==> src/rtl/rs_station.sv <==
// Reservation station for one functional-unit class of the Tomasulo core.
// Holds up to ENTRIES instructions, captures operands at allocation or from
// the CDB, and issues the lowest-index ready entry over a valid/ready
// handshake. A stalled selection is held until the unit accepts it.
//
// Build option: RS_CDB_BYPASS_EN
//   defined   - a CDB broadcast that matches a not-ready source tag of the
//               allocating instruction is captured into the new entry.
//   undefined - such an allocation is refused for that cycle so the producer
//               retries after the broadcast has been seen.
module rs_station #(
  parameter int ENTRIES = 4,
  parameter int DATA_W  = 16,
  parameter int TAG_W   = 3,
  parameter int FUNC_W  = 4
) (
  input  logic                             clk1,
  input  logic                             rst_n,
  input  logic                             flush,
  input  logic                             alloc_valid,
  output logic                             alloc_ready,
  input  logic [FUNC_W-1:0]                alloc_func,
  input  logic [TAG_W-1:0]                 alloc_rob,
  input  logic                             alloc_src1_rdy,
  input  logic                             alloc_src2_rdy,
  input  logic [DATA_W-1:0]                alloc_src1,
  input  logic [DATA_W-1:0]                alloc_src2,
  input  logic                             cdb_valid,
  input  logic [TAG_W-1:0]                 cdb_tag,
  input  logic [DATA_W-1:0]                cdb_data,
  output logic                             iss_valid,
  input  logic                             iss_ready,
  output logic [FUNC_W-1:0]                iss_func,
  output logic [TAG_W-1:0]                 iss_rob,
  output logic [DATA_W-1:0]                iss_op1,
  output logic [DATA_W-1:0]                iss_op2,
  output logic [$clog2(ENTRIES+1)-1:0]     count
);

  localparam int CNT_W = $clog2(ENTRIES + 1);
  localparam int IDX_W = $clog2(ENTRIES);

  logic [ENTRIES-1:0] busy_q, busy_d;
  logic [ENTRIES-1:0] s1_rdy_q, s1_rdy_d;
  logic [ENTRIES-1:0] s2_rdy_q, s2_rdy_d;
  logic [FUNC_W-1:0]  func_q [ENTRIES];
  logic [FUNC_W-1:0]  func_d [ENTRIES];
  logic [TAG_W-1:0]   rob_q  [ENTRIES];
  logic [TAG_W-1:0]   rob_d  [ENTRIES];
  logic [DATA_W-1:0]  s1_q   [ENTRIES];
  logic [DATA_W-1:0]  s1_d   [ENTRIES];
  logic [DATA_W-1:0]  s2_q   [ENTRIES];
  logic [DATA_W-1:0]  s2_d   [ENTRIES];
  logic [CNT_W-1:0]   count_q, count_d;
  logic               lock_q, lock_d;
  logic [IDX_W-1:0]   lock_idx_q, lock_idx_d;

  logic [ENTRIES-1:0] ready_vec;
  logic [IDX_W-1:0]   rdy_idx;
  logic [IDX_W-1:0]   free_idx;
  logic [IDX_W-1:0]   sel_idx;
  logic               s1_hit, s2_hit;
  logic               alloc_block;
  logic               alloc_fire, iss_fire;

  assign ready_vec = busy_q & s1_rdy_q & s2_rdy_q;

  // Lowest-index entry with both operands present (last write wins).
  always_comb begin
    rdy_idx = '0;
    for (int i = ENTRIES - 1; i >= 0; i--) begin
      if (ready_vec[i]) rdy_idx = IDX_W'(i);
    end
  end

  // Lowest-index free entry; only meaningful while count is below ENTRIES.
  always_comb begin
    free_idx = '0;
    for (int i = ENTRIES - 1; i >= 0; i--) begin
      if (!busy_q[i]) free_idx = IDX_W'(i);
    end
  end

  // A held selection overrides the priority pick so outputs stay stable.
  assign sel_idx   = lock_q ? lock_idx_q : rdy_idx;
  assign iss_valid = lock_q | (|ready_vec);

  // Issue outputs are forced to zero when nothing is selectable.
  always_comb begin
    iss_func = '0;
    iss_rob  = '0;
    iss_op1  = '0;
    iss_op2  = '0;
    if (iss_valid) begin
      iss_func = func_q[sel_idx];
      iss_rob  = rob_q[sel_idx];
      iss_op1  = s1_q[sel_idx];
      iss_op2  = s2_q[sel_idx];
    end
  end

  // Detect a CDB broadcast that matches a pending tag of the allocating op.
  always_comb begin
    s1_hit = cdb_valid && !alloc_src1_rdy && (alloc_src1[TAG_W-1:0] == cdb_tag);
    s2_hit = cdb_valid && !alloc_src2_rdy && (alloc_src2[TAG_W-1:0] == cdb_tag);
`ifdef RS_CDB_BYPASS_EN
    alloc_block = 1'b0;
`else
    alloc_block = s1_hit | s2_hit;
`endif
  end

  assign alloc_ready = (count_q != CNT_W'(ENTRIES)) && !flush && !alloc_block;
  assign alloc_fire  = alloc_valid && alloc_ready;
  assign iss_fire    = iss_valid && iss_ready;
  assign count       = count_q;

  // Next state: flush dominates; otherwise wakeup, issue, allocate.
  always_comb begin
    busy_d     = busy_q;
    s1_rdy_d   = s1_rdy_q;
    s2_rdy_d   = s2_rdy_q;
    func_d     = func_q;
    rob_d      = rob_q;
    s1_d       = s1_q;
    s2_d       = s2_q;
    count_d    = count_q;
    lock_d     = lock_q;
    lock_idx_d = lock_idx_q;

    if (flush) begin
      busy_d  = '0;
      lock_d  = 1'b0;
      count_d = '0;
    end else begin
      for (int i = 0; i < ENTRIES; i++) begin
        if (busy_q[i] && cdb_valid) begin
          if (!s1_rdy_q[i] && (s1_q[i][TAG_W-1:0] == cdb_tag)) begin
            s1_rdy_d[i] = 1'b1;
            s1_d[i]     = cdb_data;
          end
          if (!s2_rdy_q[i] && (s2_q[i][TAG_W-1:0] == cdb_tag)) begin
            s2_rdy_d[i] = 1'b1;
            s2_d[i]     = cdb_data;
          end
        end
      end

      if (iss_fire) begin
        busy_d[sel_idx] = 1'b0;
        lock_d          = 1'b0;
      end else if (iss_valid) begin
        lock_d     = 1'b1;
        lock_idx_d = sel_idx;
      end

      if (alloc_fire) begin
        busy_d[free_idx] = 1'b1;
        func_d[free_idx] = alloc_func;
        rob_d[free_idx]  = alloc_rob;
`ifdef RS_CDB_BYPASS_EN
        s1_rdy_d[free_idx] = alloc_src1_rdy | s1_hit;
        s2_rdy_d[free_idx] = alloc_src2_rdy | s2_hit;
        s1_d[free_idx]     = s1_hit ? cdb_data : alloc_src1;
        s2_d[free_idx]     = s2_hit ? cdb_data : alloc_src2;
`else
        s1_rdy_d[free_idx] = alloc_src1_rdy;
        s2_rdy_d[free_idx] = alloc_src2_rdy;
        s1_d[free_idx]     = alloc_src1;
        s2_d[free_idx]     = alloc_src2;
`endif
      end

      case ({alloc_fire, iss_fire})
        2'b10:   count_d = count_q + CNT_W'(1);
        2'b01:   count_d = count_q - CNT_W'(1);
        default: count_d = count_q;
      endcase
    end
  end

  // State registers with asynchronous reset.
  always_ff @(posedge clk1 or negedge rst_n) begin
    if (!rst_n) begin
      busy_q     <= '0;
      s1_rdy_q   <= '0;
      s2_rdy_q   <= '0;
      count_q    <= '0;
      lock_q     <= 1'b0;
      lock_idx_q <= '0;
      for (int i = 0; i < ENTRIES; i++) begin
        func_q[i] <= '0;
        rob_q[i]  <= '0;
        s1_q[i]   <= '0;
        s2_q[i]   <= '0;
      end
    end else begin
      busy_q     <= busy_d;
      s1_rdy_q   <= s1_rdy_d;
      s2_rdy_q   <= s2_rdy_d;
      count_q    <= count_d;
      lock_q     <= lock_d;
      lock_idx_q <= lock_idx_d;
      func_q     <= func_d;
      rob_q      <= rob_d;
      s1_q       <= s1_d;
      s2_q       <= s2_d;
    end
  end

endmodule

==> config.mk <==
export PLATFORM = sky130hd
export DESIGN_NAME = rs_station
export DESIGN_NICKNAME = d
export VERILOG_FILES = /design/src/rtl/rs_station.sv
export SDC_FILE = /design/constraint.sdc
export NUM_CORES = 1
export LEC_CHECK = 0
export CAP_MARGIN = 20
export CORE_UTILIZATION = 62
export CTS_CLUSTER_SIZE = 16
export DETAILED_ROUTE_END_ITERATION = 8
export PLACE_DENSITY = 0.87
export SLEW_MARGIN = 25
export SYNTH_ARGS = -nofsm -noshare
export SYNTH_HDL_FRONTEND = slang
export SYNTH_SLANG_ARGS = --single-unit
export TNS_END_PERCENT = 50
==> constraint.sdc <==
create_clock -name clk1 -period 7.1 [get_ports clk1]
set_clock_uncertainty 0.2 [all_clocks]
set_input_delay 1.065 -clock clk1 [delete_from_list [all_inputs] [get_ports clk1]]
set_output_delay 1.065 -clock clk1 [all_outputs]
set_load 0.01 [all_outputs]
**Met1 routing**

Cells faint in the background.
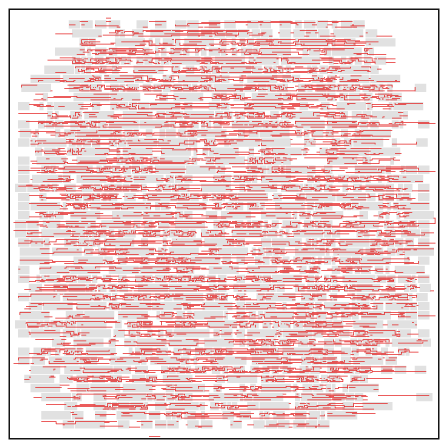
- longest straight run: 44.2 um
- wire length on this layer: 12100 um
- share of all routed wire: 39%
- nets with wire on the layer: 1005
total via count in the routed design: 9461
total length of routed wires: 31400 um
routing usage on met1: 53.9%

**Metal 2**

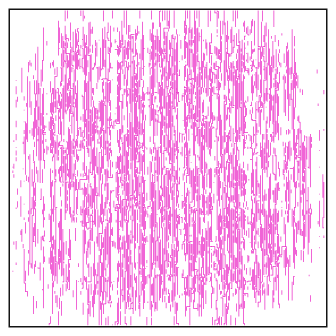
- main direction: vertical
- share of all routed wire: 45%
- nets with wire on the layer: 968
- wire length on this layer: 14100 um
met2 Use GR: 59.1%

==> notes.md <==
Physical implementation.

- The finished design was reported to have a net count of 1123.
- The post-synthesis simple-gate area fraction is 14.0%.
- On met3, the global router reports a usage of 10.7%.
- The total number of yosys warnings is 0.
- Grouping non-sequential cells by family puts the most area in AND-OR/OR-AND gates.
- The largest fanout of any net on the critical path is 28.
- Per the synthesis report, the adder-cell share of the synthesized area is 0.203%.
- The die extent in x is 128 um.
- The non-filler instance count after layout is 1280.
- The clock slew at the register clock pins of the worst setup and hold paths is 70 ps.
- The number of gates resized after CTS is 0.
- Ranked by total cell area, the synthesized netlist is headed by dfrtp_1 44%, o211ai_1 9.8%, a22oi_1 7.4%, a222oi_1 4.0%, a21oi_1 3.9%.
- The flow measured a signed area growth from synthesis to layout of 17.6%.
- Per Yosys stat, the portion of area used by sequential elements is 44.2%.
- For this run, the script counts the antenna cells in the layout as 0.
- The commonest cells after synthesis are 174 x dfrtp_1, 128 x o211ai_1, 97 x a22oi_1, 77 x a21oi_1, 74 x nand3_1.
- The global routing stage identified its most utilized layer as met2.
- The checks that failed: design-rule violations.
- The analysis reports a worst IR drop on VDD of 0.189 mV.
- After layout, the worst setup slack is 2430 ps.
- The setup slack on the worst flop-to-flop path is 3400 ps.
- The critical setup path kind is flip-flop to output port.
- The worst hold path endpoint is func_q[6].
- The post-synth tally of flip-flops with integrated enable is 0.
- The internal cell power is 2010 uW.
- The netlist area before placement is 9850 sq um.
- The length in cells of the worst reg-to-reg path is 9.
- The combinational cell area excluding buffers and inverters is 5080 sq um.
- The sequential cell count is 174.
- In this run the count of I/O pins placed on the die edge is 110.
- The highest metal layer carrying signal wires in the routed design is met4.
- Once placement finished, the instance area stood at 11000 sq um.
- The yosys synthesis chip area is 9850 sq um.
- The power attributed to sequential cells is 1220 uW.
- The worst path needs 4670 ps of the cycle, external delays included.
- Counting buffers and inverters, the worst setup path is 5 cells deep.
- The root cell of the clock tree is clkbuf_16.
- In the finished design, the share of the clock period the worst path needs comes to 65.8%.
- After synthesis the netlist holds a flip-flop and latch count of 174.
- The detailed router finished its first iteration with 1710 violations.
- Counting flops with an async set or reset pin after synthesis yields a share of 100%.
- In this run the post-CTS setup repair buffer count came out at 0.
- The total number of placement rows is 45.
- In this run the critical register-to-register path is captured at count[2].
- For this run, design rule violations remaining after detail routing come to 2.
- STA on the placed design reports a worst setup slack of 2380 ps.
- Buffers placed on the I/O ports in this run total 109.
- Among all cell classes, the greatest summed area belongs to multi-input combinational cells.
- The startpoint kind of the worst setup timing path is a flip-flop.
- The number of cells on the worst hold path is listed as 1.
- Summed over all routing layers, the global router reports a total usage of 39.7%.
- The utilization of the core after routing is 75.3%.
- The area taken by sequential standard cells is reported as 4350 sq um.
- The vias per cell is 7.39.
- The count of inserted tapcells is 211.
- The leakage power figure is 0.00460 uW.
- The via count of the first global-routing pass is 9165.
- The number of instances in the synthesized netlist is 1014.
- Clock tree buffers and inverters occupy 5.36% of the routed design's cell area.
- After detailed routing, the met3 layer carries 3950 um of wire.
- The count of different cell masters after synthesis is 46.
- The detailed route wirelength on metal2 is 14100 um.
- The start of the worst register-to-register path is busy_q[0].
- The report lists the cells along the critical path as a31oi_1 -> and4_1 -> buf_4 -> a21oi_1 -> clkdlybuf4s50_1.
- The initial antenna violation count is 1.
- The actual slew at the worst max-slew pin is 1150 ps.
- Registers are responsible for 42.9% of the overall power.
- The type of destination of the critical path is an output port.
- For this run the top cell type by instance count after synthesis was dfrtp_1.
- The flow reports an fmax of 214 MHz.
- The top cell type by area accounts for 44.2% of the synthesized area.
- The overall power consumption is 2850 uW.
- The tally of max-capacitance violations is 0.
- The OpenROAD report gives the critical path a required time of 5830 ps.
- The number of placed cells counting well taps is 1248.
- The total congestion overflow after global routing is 0.
- The core outline area is 15400 sq um.
- The min-delay analysis places its worst path in the category flip-flop to flip-flop.
- The dominant cell type by area after synthesis is dfrtp_1.
- For reference, the critical path is captured by iss_op2[15].
- For the final routed database, the setup TNS stands at 0 ps.
- The OpenROAD report gives the critical path a data arrival time of 3410 ps.
- Leaving out fill and tap cells, the most frequent cell in the layout is dfrtp_1.
- The tool warning count is 28.
- The first global-routing pass estimated 49800 um of wire.
- Once detailed placement completed, the half-perimeter wirelength came to 18100 um.
- Power attributed to the clock group is 1000 uW.
- The startpoint identified for the worst hold timing path is func_q[6].
- Summed over all nets, the switching power comes to 844 uW.
- Entering global routing, the biggest net connects 109 pins.
- The run finished, with violations left.
- After routing the design area is 11600 sq um.
- Setup repair after global routing left no endpoint under its margin.
- The logic gate fraction of the total cell area is 43.9%.
- The launching instance or port of the critical path is busy_q[0].
- The fill cell instance count of the final layout is 1078.
- After layout, the clock buffer instance count stands at 18.
- The total of plain and repair buffers excluding clock buffers is 125.
- The registers reported with the highest flop counts are s1_q: 64 flops, s2_q: 64 flops, func_q: 16 flops.
- The timing report shows that the slowest cell on the worst path is and4_1.
- For this run, the leading register cell type out of synthesis is dfrtp_1.
- The number of H-tree branching levels is 4.
- The maximum buffer depth of the clock tree is 2.
- The count of nets left with antenna violations once routing finished came out at 0.
- 729 cells are multi-input combinational gates.
- The most common logic cells in the final layout are 174 x dfrtp_1, 128 x o211ai_1, 107 x clkdlybuf4s50_1.
- After layout the signal buffers, clock cells excluded, come to 10.6% of cell area.
- The die is 128 um tall.
- The net count after synthesis is 1081.
- The script reports the combined buffer and inverter count of the critical path as 2.
- After Yosys synthesis, XOR and XNOR cells account for 2.76% of the synthesized area.
- The maximum single-stage delay on the critical path is 810 ps.
- The synthesized area divided by synthesized cell count is 9.71 sq um.
- The count of final max-slew check failures is 0.
- The complex-gate fraction of the synthesized area is 27.2%.
- The final-layout worst hold slack is 310 ps.
No activity file was given, so power comes from the tool's default toggle rates.
